$ cat src/rtl/sle_bank_ctrl_pkg.sv
// Opcodes and FSM state encodings for the SLE bank command sequencer.
package sle_ctrl_pkg;

    typedef logic [2:0] op_t;
    typedef logic [2:0] state_t;

    localparam op_t OP_NOP    = 3'd0;
    localparam op_t OP_LOAD   = 3'd1;
    localparam op_t OP_CLEAR  = 3'd2;
    localparam op_t OP_PRESET = 3'd3;
    localparam op_t OP_SHIFT  = 3'd4;
    localparam op_t OP_READ   = 3'd5;

    localparam state_t ST_IDLE  = 3'd0;
    localparam state_t ST_DRIVE = 3'd1;
    localparam state_t ST_SHIFT = 3'd2;
    localparam state_t ST_CHECK = 3'd3;
    localparam state_t ST_RESP  = 3'd4;

endpackage

$ cat src/rtl/sle_bank_ctrl_if.sv
// Command/response channel between a CSR-side master and the bank sequencer.
interface sle_bank_ctrl_if
    import sle_ctrl_pkg::*;
#(
    parameter int WIDTH = 8
);
    logic             cmd_valid;
    logic             cmd_ready;
    op_t              cmd_op;
    logic [WIDTH-1:0] cmd_data;
    logic             sin;
    logic             done;
    logic             err;
    logic [WIDTH-1:0] rdata;

    modport master (
        output cmd_valid, cmd_op, cmd_data, sin,
        input  cmd_ready, done, err, rdata
    );

    modport slave (
        input  cmd_valid, cmd_op, cmd_data, sin,
        output cmd_ready, done, err, rdata
    );
endinterface

$ cat src/rtl/sle_bank_ctrl.sv
// Sequences load/clear/preset/shift/read commands onto a bank of SLE flip-flops
// and verifies the bank Q against an internal mirror of the expected contents.
module sle_bank_ctrl
    import sle_ctrl_pkg::*;
#(
    parameter int WIDTH = 8,
    parameter int CNTW  = 6
) (
    input  logic             clk,
    input  logic             rst,
    sle_bank_ctrl_if.slave   cmd,
    output logic             bank_en,
    output logic             bank_sln,
    output logic             bank_sd,
    output logic [WIDTH-1:0] bank_d,
    output logic             bank_aln,
    output logic             bank_adn,
    input  logic [WIDTH-1:0] bank_q
);

    state_t           state;
    op_t              op_r;
    logic [WIDTH-1:0] data_r;
    logic [CNTW-1:0]  cnt;
    logic [WIDTH-1:0] exp_q;
    logic [WIDTH-1:0] rdata_r;
    logic             mismatch;
    logic             bad;
    logic             aln_r;
    logic [CNTW-1:0]  req_cnt;
    logic             accept;

    assign req_cnt = CNTW'(cmd.cmd_data);

    // Ready is held off for the cycle after reset while ALn is still clearing the bank.
    assign cmd.cmd_ready = (state == ST_IDLE) && aln_r && !rst;
    assign accept        = cmd.cmd_valid && cmd.cmd_ready;
    assign cmd.done      = (state == ST_RESP);
    assign cmd.err       = (state == ST_RESP) && (mismatch || bad);
    assign cmd.rdata     = rdata_r;

    assign bank_aln = aln_r;
    assign bank_adn = 1'b1;
    assign bank_en  = (state == ST_DRIVE) || (state == ST_SHIFT);
    assign bank_sln = !((state == ST_DRIVE) && ((op_r == OP_CLEAR) || (op_r == OP_PRESET)));
    assign bank_sd  = (state == ST_DRIVE) && (op_r == OP_PRESET);

    always_comb begin
        bank_d = '0;
        if (state == ST_SHIFT)
            bank_d = {bank_q[WIDTH-2:0], cmd.sin};
        else if ((state == ST_DRIVE) && (op_r == OP_LOAD))
            bank_d = data_r;
    end

    always_ff @(posedge clk) begin
        aln_r <= !rst;
    end

    always_ff @(posedge clk) begin
        if (rst) begin
            state    <= ST_IDLE;
            op_r     <= OP_NOP;
            data_r   <= '0;
            cnt      <= '0;
            exp_q    <= '0;
            rdata_r  <= '0;
            mismatch <= 1'b0;
            bad      <= 1'b0;
        end else begin
            case (state)
                ST_IDLE: begin
                    if (accept) begin
                        op_r     <= cmd.cmd_op;
                        data_r   <= cmd.cmd_data;
                        mismatch <= 1'b0;
                        bad      <= 1'b0;
                        case (cmd.cmd_op)
                            OP_LOAD, OP_CLEAR, OP_PRESET: state <= ST_DRIVE;
                            OP_NOP, OP_READ:              state <= ST_CHECK;
                            OP_SHIFT: begin
                                if (req_cnt == '0) begin
                                    state <= ST_CHECK;
                                end else if (req_cnt > CNTW'(WIDTH)) begin
                                    bad   <= 1'b1;
                                    state <= ST_RESP;
                                end else begin
                                    cnt   <= req_cnt;
                                    state <= ST_SHIFT;
                                end
                            end
                            default: begin
                                bad   <= 1'b1;
                                state <= ST_RESP;
                            end
                        endcase
                    end
                end
                ST_DRIVE: begin
                    case (op_r)
                        OP_LOAD:   exp_q <= data_r;
                        OP_CLEAR:  exp_q <= '0;
                        OP_PRESET: exp_q <= '1;
                        default:   exp_q <= exp_q;
                    endcase
                    state <= ST_CHECK;
                end
                ST_SHIFT: begin
                    exp_q <= {exp_q[WIDTH-2:0], cmd.sin};
                    cnt   <= cnt - CNTW'(1);
                    if (cnt == CNTW'(1))
                        state <= ST_CHECK;
                end
                ST_CHECK: begin
                    rdata_r  <= bank_q;
                    mismatch <= (bank_q != exp_q);
                    state    <= ST_RESP;
                end
                ST_RESP:  state <= ST_IDLE;
                default:  state <= ST_IDLE;
            endcase
        end
    end

endmodule

$ cat src/flat_wrapper.sv
// flat-port wrapper written by rule: the top's interface ports become plain ports
module sle_bank_ctrl_flat import sle_ctrl_pkg::*;
#(
    parameter int WIDTH = 8,
    parameter int CNTW  = 6
)
  (clk, rst, bank_en, bank_sln, bank_sd, bank_d, bank_aln, bank_adn, bank_q, cmd_cmd_valid, cmd_cmd_op, cmd_cmd_data, cmd_sin, cmd_cmd_ready, cmd_done, cmd_err, cmd_rdata);
  sle_bank_ctrl_if #(.WIDTH(WIDTH)) cmd_i ();
  input  logic clk;
  input  logic rst;
  output logic bank_en;
  output logic bank_sln;
  output logic bank_sd;
  output logic [WIDTH-1:0] bank_d;
  output logic bank_aln;
  output logic bank_adn;
  input  logic [WIDTH-1:0] bank_q;
  input wire logic [$bits(cmd_i.cmd_valid)-1:0] cmd_cmd_valid;
  input wire logic [$bits(cmd_i.cmd_op)-1:0] cmd_cmd_op;
  input wire logic [$bits(cmd_i.cmd_data)-1:0] cmd_cmd_data;
  input wire logic [$bits(cmd_i.sin)-1:0] cmd_sin;
  output wire logic [$bits(cmd_i.cmd_ready)-1:0] cmd_cmd_ready;
  output wire logic [$bits(cmd_i.done)-1:0] cmd_done;
  output wire logic [$bits(cmd_i.err)-1:0] cmd_err;
  output wire logic [$bits(cmd_i.rdata)-1:0] cmd_rdata;
  assign cmd_i.cmd_valid = cmd_cmd_valid;
  assign cmd_i.cmd_op = cmd_cmd_op;
  assign cmd_i.cmd_data = cmd_cmd_data;
  assign cmd_i.sin = cmd_sin;
  assign cmd_cmd_ready = cmd_i.cmd_ready;
  assign cmd_done = cmd_i.done;
  assign cmd_err = cmd_i.err;
  assign cmd_rdata = cmd_i.rdata;
  sle_bank_ctrl #(.WIDTH(WIDTH), .CNTW(CNTW)) u_core (.clk(clk), .rst(rst), .cmd(cmd_i), .bank_en(bank_en), .bank_sln(bank_sln), .bank_sd(bank_sd), .bank_d(bank_d), .bank_aln(bank_aln), .bank_adn(bank_adn), .bank_q(bank_q));
endmodule
$ cat config.mk
export PLATFORM = sky130hd
export DESIGN_NAME = sle_bank_ctrl_flat
export DESIGN_NICKNAME = d
export VERILOG_FILES = /design/src/rtl/sle_bank_ctrl_pkg.sv /design/src/rtl/sle_bank_ctrl_if.sv /design/src/rtl/sle_bank_ctrl.sv /design/src/flat_wrapper.sv
export SDC_FILE = /design/constraint.sdc
export NUM_CORES = 1
export LEC_CHECK = 0
export CORE_ASPECT_RATIO = 0.5
export CORE_MARGIN = 1.5
export CORE_UTILIZATION = 54
export CTS_CLUSTER_SIZE = 16
export DETAILED_ROUTE_END_ITERATION = 16
export HOLD_SLACK_MARGIN = 0.08
export PLACE_DENSITY = 0.87
export SLEW_MARGIN = 30
export SYNTH_ARGS = -nofsm -noshare
export SYNTH_HDL_FRONTEND = slang
export SYNTH_SLANG_ARGS = --single-unit
$ cat constraint.sdc
create_clock -name clk -period 2.7 [get_ports clk]
set_input_delay 0.27 -clock clk [delete_from_list [all_inputs] [get_ports clk]]
set_output_delay 0.27 -clock clk [all_outputs]
set_load 0.1 [all_outputs]
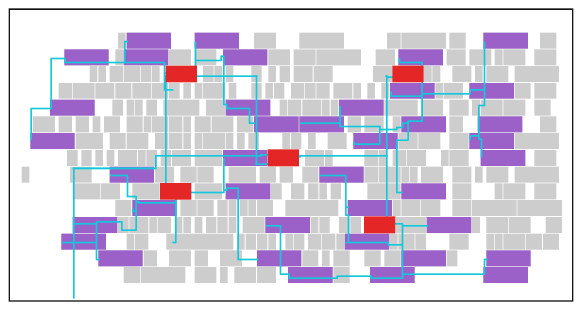
clk_routes.png
- red: clock drivers (count 5)
- cyan: clock wires (length 506 um)
- purple: flip-flops (count 39)
- flops lie: widely spread
- routed clock nets: 6
relative contribution of the clock network to total power: 35.0%
Layout Skew: 6.49 ps
Power Clock: 514 uW

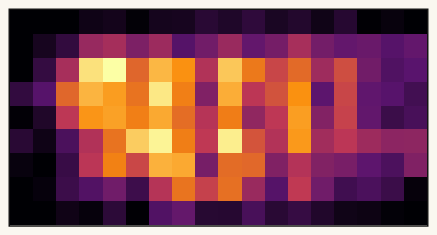
metal_density.png
18 x 9 tiles, from black (low) to pale yellow (high), scaled to the fullest tile. Values are wire area over tile area, all layers added.
- mean over tiles: 0.22
- densest ninth of the die: center
- tiles over half the peak: 29%
- nearly empty tiles: 12%
- emptiest ninth of the die: south-west
GRT Total Usage: 26.8%
average routed wire per standard cell: 16.3 um
number of vias in the routed layout: 2091
final routed wirelength across all metal layers: 5.56 mm

==> summary.txt <==
Notes on the physical implementation.

- The flow ran to the end, and the final reports show no timing, DRC or antenna violations.
- Counting every instance in the synthesized netlist gives 251.
- The area growth from synthesis to final layout is 29.2%, for reference.
- The capturing instance or port of the critical path is bank_d[6], for reference.
- Summing the areas of all compound-gate instances in the mapped netlist gives 21.2% of the synthesized area.
- The distinct cell type count of the synthesized netlist is 56, for reference.
- The final-layout non-clock buffer area share is 19.2%, for reference.
- The largest cell class by area is combinational gates.
- The detailed placer's ending HPWL is 3.76 mm, for reference.
- The number of input and output port buffers inserted is 45, for reference.
- The synthesized area divided by synthesized cell count is 8.38 um^2, for reference.
- The number of non-clock inverters in the layout is 14, for reference.
- During synthesis, Yosys emitted a total of 0 warnings.
- The script computed the net switching share of total power as 30.3%.
- In the final layout, flip-flops and latches occupy 781 um^2.
- The highest supply drop recorded on VDD is 295 uV.
- Per the post-synthesis report, the nets total 276.
- The number of diodes is 0, for reference.
- The multi-input combinational cells in the finished layout cover a total of 1180 um^2.
- Per the detail_route report, vias per standard cell equal 6.13.
- The placement summary gives the final routability congestion estimate as 0.942.
- The row count is 15, for reference.
- Per the CTS log, the maximum H-tree level is 2.
- Summed over all combinational cells, the power is 316 uW.
- The maximum root-to-sink buffer count is 2, for reference.
- The total die size is 4300 um^2, for reference.
- The placement-stage worst setup slack is 537 ps, for reference.
- Once layout is done, the placed cells without fillers occupy 2720 um^2.
- The utilization after layout is 75.8%, for reference.
- The number of global-route vias before repair was 1807.
- TritonCTS built the clock tree.
- Per the detail_route report, DRC violations left total 0.
- The OpenROAD report gives the critical path a required time of 2430 ps.
- The most common flop cell mapped by yosys is sky130_fd_sc_hd__dfxtp_1, for reference.
- The most instantiated logic cell after routing is sky130_fd_sc_hd__dfxtp_1, for reference.
- The destination of the worst register-to-register timing path is u_core.cnt[3]$_SDFFE_PP0P_, for reference.
- Across the whole layout, multi-input logic makes up 43.5% of the cell area.
- The clock transition at the registers of the reported paths is 80 ps, for reference.
- The launch point of the worst register-to-register path is recorded as u_core.state[2]$_SDFFE_PP0P_.
- The cell family with the largest share of critical-path delay is simple AND/OR/NAND/NOR gates, for reference.
- The share of total power dissipated in sequential elements is 43.4%.
- The number of cells in the finished layout apart from fillers is 341, for reference.
- The logs give a warning total of 27.
- The fraction of area in registers is 28.7%, for reference.
- The adder-cell share of the synthesized area is 1.19%, for reference.
Power is estimated from default activity; no workload was simulated.
